$ cat src/rtl/reg_dump.sv
// Register-file dump engine: walks a latched index range and presents
// each register value as a valid/ready output beat.
module reg_dump #(
    parameter int SKIP_ZERO = 0
) (
    input  logic        clk,
    input  logic        rst,
    input  logic        start,
    input  logic        abort,
    input  logic [4:0]  first_addr,
    input  logic [4:0]  last_addr,
    output logic [4:0]  rd_addr,
    input  logic [31:0] rd_data,
    output logic        out_valid,
    input  logic        out_ready,
    output logic [4:0]  out_index,
    output logic [31:0] out_data,
    output logic        busy,
    output logic        done
);

    typedef enum logic [1:0] {
        IDLE = 2'd0,
        READ = 2'd1,
        HOLD = 2'd2,
        DONE = 2'd3
    } state_t;

    state_t      state, state_n;
    logic [4:0]  cur, cur_n;
    logic [4:0]  end_r, end_n;
    logic [4:0]  out_index_n;
    logic [31:0] out_data_n;
    logic        out_valid_n;
    logic        skip;
    logic [4:0]  entry;

    assign rd_addr = cur;
    assign busy    = (state != IDLE);
    assign done    = (state == DONE);

    always_comb begin
        state_n     = state;
        cur_n       = cur;
        end_n       = end_r;
        out_valid_n = out_valid;
        out_index_n = out_index;
        out_data_n  = out_data;
        skip        = (SKIP_ZERO != 0) && (first_addr == 5'd0);
        entry       = skip ? 5'd1 : first_addr;

        unique case (state)
            IDLE: begin
                if (start && !abort) begin
                    cur_n = entry;
                    end_n = last_addr;
                    // an empty range still reports completion
                    if ((first_addr > last_addr) || (skip && last_addr == 5'd0))
                        state_n = DONE;
                    else
                        state_n = READ;
                end
            end
            READ: begin
                out_data_n  = rd_data;
                out_index_n = cur;
                out_valid_n = 1'b1;
                state_n     = HOLD;
            end
            HOLD: begin
                if (out_ready) begin
                    out_valid_n = 1'b0;
                    if (cur == end_r) begin
                        state_n = DONE;
                    end else begin
                        cur_n   = cur + 5'd1;
                        state_n = READ;
                    end
                end
            end
            DONE: begin
                out_valid_n = 1'b0;
                state_n     = IDLE;
            end
            default: state_n = IDLE;
        endcase

        // abort beats any handshake or beat capture in flight
        if (abort && state != IDLE) begin
            state_n     = IDLE;
            cur_n       = cur;
            out_valid_n = 1'b0;
            out_index_n = out_index;
            out_data_n  = out_data;
        end
    end

    always_ff @(posedge clk) begin
        if (rst) begin
            state     <= IDLE;
            cur       <= 5'd0;
            end_r     <= 5'd0;
            out_valid <= 1'b0;
            out_index <= 5'd0;
            out_data  <= 32'd0;
        end else begin
            state     <= state_n;
            cur       <= cur_n;
            end_r     <= end_n;
            out_valid <= out_valid_n;
            out_index <= out_index_n;
            out_data  <= out_data_n;
        end
    end

endmodule

$ cat config.mk
export PLATFORM = sky130hd
export DESIGN_NAME = reg_dump
export DESIGN_NICKNAME = d
export VERILOG_FILES = /design/src/rtl/reg_dump.sv
export SDC_FILE = /design/constraint.sdc
export NUM_CORES = 1
export LEC_CHECK = 0
export CORE_ASPECT_RATIO = 0.8
export CORE_MARGIN = 5
export CORE_UTILIZATION = 45
export DETAILED_ROUTE_END_ITERATION = 12
export PLACE_DENSITY = 0.85
export SLEW_MARGIN = 20
export SYNTH_ARGS = -nofsm -noshare
export SYNTH_HDL_FRONTEND = slang
export SYNTH_SLANG_ARGS = --single-unit
$ cat constraint.sdc
create_clock -name clk -period 2.5 [get_ports clk]
set_input_delay 0.5 -clock clk [delete_from_list [all_inputs] [get_ports clk]]
set_output_delay 0.5 -clock clk [all_outputs]
set_load 0.1 [all_outputs]
run_1/final_placement.png
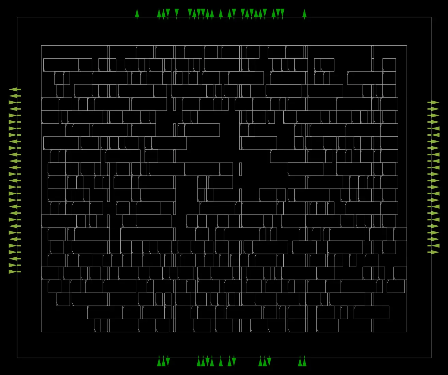
sequential share of cell area: 32.8%
fill count: 406
area of the core: 4570 um2

run_1/gate_families.png
The bar under the picture is 20 um long.
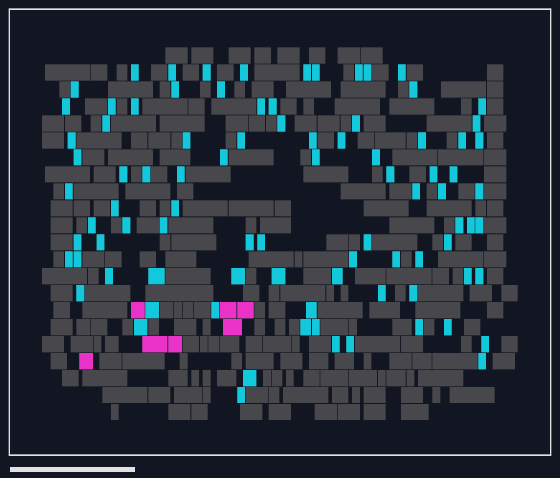
legend:
  magenta:
    family: AND and OR gates
    cells: 7
  cyan:
    family: NAND gates
    cells: 88
    most_used: nand2_1
combinational share of cell area: 33.3%
most numerous logic cell after layout: nand2_1

run_1/density.png
The die is cut into 9 by 7 equal tiles; black is low, pale yellow is high, 0 to 100% covered.
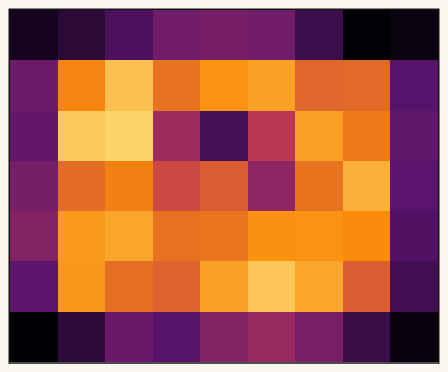
fullest tile: 90%
nearly empty tiles: 4.8%
mean over tiles: 48%
tiles over 75% full: 24%
fp util: 46.1%
Post-Route Utilization: 66.8%

run_1/met3.png
The bar under the picture is 20 um long.
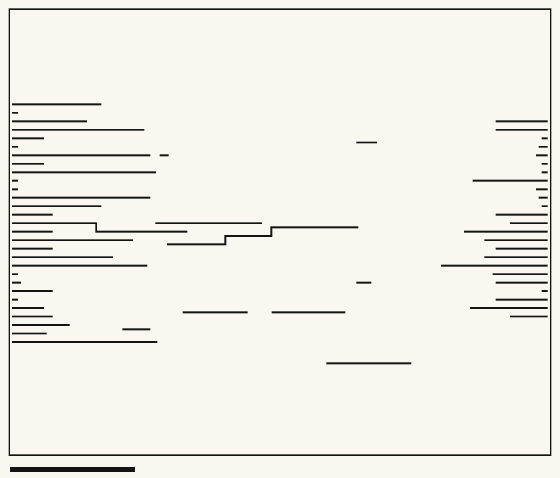
main direction: horizontal
longest straight run: 23.0 um
nets with wire on the layer: 58
wire length on this layer: 547 um

==> flow_summary.ini, run 1 <==
; physical design summary
[status]
status = finished, final reports clean

[critical_path]
path_cells = clkdlybuf4s50_1 -> or3_4 -> a21oi_2 -> o311a_1 -> o31ai_2
crit_start = abort
path_max_fanout = 7
crit_type = input pin to register
arrival_ns = 2.07

[synthesis]
synthTopCellsByCount = nand2_1, dfxtp_1, a21oi_1
synth.distinct_cells = 35
syn_avg_cell_area_um2 = 8.02
yosys.area.top_type = dfxtp_1
fa_ha_area_share_pct = 3.56
async_flop_share_pct = 0
ys_sh_simple_pct = 24.4
ys_cells = 263

[detailed_routing]
wl_per_cell_um = 13.3
routed-wl-met2_um = 2430
dr.pass1.iters = 4
postRouteAntennaNets = 0

[floorplanning]
die_x_um = 86.5
row_count = 22
ios = 92
nWellTaps = 60

[final_timing]
setup_tns_ns = 0
fmax_mhz = 524

[pwr]
netSwitchingFraction_pct = 28.6

[final_layout]
clockNetworkAreaShare_pct = 3.69
final_cells = 407
buffer_area_share_pct = 26.9
final_nets = 400
diodes = 0
syn_to_final_growth_pct = 44.7

[global_routing]
overflow = 0
gr-usage-met1_pct = 22.8

[min_path]
worstHoldPathType = register to register
hp-start = out_data[6]

[clock_tree]
hold_buffers = 0

[flow_run]
warning_count = 26
run_1/port_nets.png
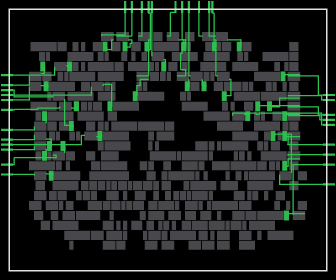

--- run 2 (diff from run 1) ---
CORE_UTILIZATION = 42   (was 45)
PLACE_DENSITY = 0.8   (was 0.85)
clock period = 1.8 ns   (was 2.5 ns; I/O delays follow)
run_2/port_nets.png
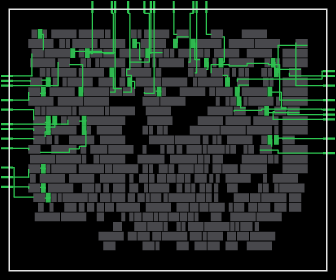
legend:
  green:
    port: rd_data
    bits: 32
    direction: input
    end_cells: 32
    buffers: 32
    wire: 674 um
Port Buffer Count: 91
I/O pin total: 92

==> flow_summary.ini, run 2 <==
; physical design summary
[flow_run]
warning_count = 27

[status]
status = finished, final reports clean

[synthesis]
syn_avg_cell_area_um2 = 8.02
synthTopCellsByCount = nand2_1, dfxtp_1, a21oi_1
yosys.area.top_type = dfxtp_1
ys_sh_simple_pct = 24.4
ys_cells = 263
async_flop_share_pct = 0

[floorplanning]
core_util_floorplan_pct = 42.6
core-area_um2 = 4950
row_count = 23
nWellTaps = 62

[critical_path]
crit_start = out_ready
path_max_fanout = 4
crit_type = input pin to register

[final_layout]
fillers = 346
layout_top_cell = nand2_1
comb_share_pct = 27.5
diodes = 0
post-route-util_pct = 75.2
buffer_area_share_pct = 39.6
syn_to_final_growth_pct = 76.4
sh_seq_area_pct = 27.1
clockNetworkAreaShare_pct = 2.96

[final_timing]
fmax_mhz = 603
setup_tns_ns = 0

[clock_tree]
hold_buffers = 0

[detailed_routing]
drcViolationCount = 0
postRouteAntennaNets = 0
routed-wl-met2_um = 2640
dr.pass1.iters = 4

[global_routing]
gr-usage-met1_pct = 22.2
overflow = 0

[min_path]
hp-start = rst
--- run 3 (diff from run 2) ---
CAP_MARGIN = 20   (was default)
run_3/port_nets.png
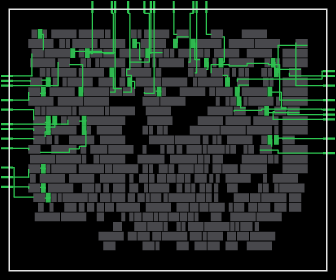
legend:
  green:
    port: rd_data
    bits: 32
    direction: input
    end_cells: 32
    buffers: 32
    wire: 674 um

==> flow_summary.ini, run 3 <==
; physical design summary
[final_layout]
final_cells = 420
fillers = 346
buffer_area_share_pct = 39.6
post-route-util_pct = 75.2
sh_seq_area_pct = 27.1

[synthesis]
ys_cells = 263
syn_avg_cell_area_um2 = 8.02

[status]
status = finished, final reports clean

[final_timing]
fmax_mhz = 603
setup_tns_ns = 0

[min_path]
worstHoldPathType = input pin to register

[detailed_routing]
postRouteAntennaNets = 0
routed-wl-met2_um = 2640
wl_per_cell_um = 13.8

[flow_run]
warning_count = 27

[floorplanning]
ios = 92
core-area_um2 = 4950
core_util_floorplan_pct = 42.6

[critical_path]
arrival_ns = 1.87
path_max_fanout = 4

[place]
port_buffers = 91

[global_routing]
gr-usage-met1_pct = 22.2
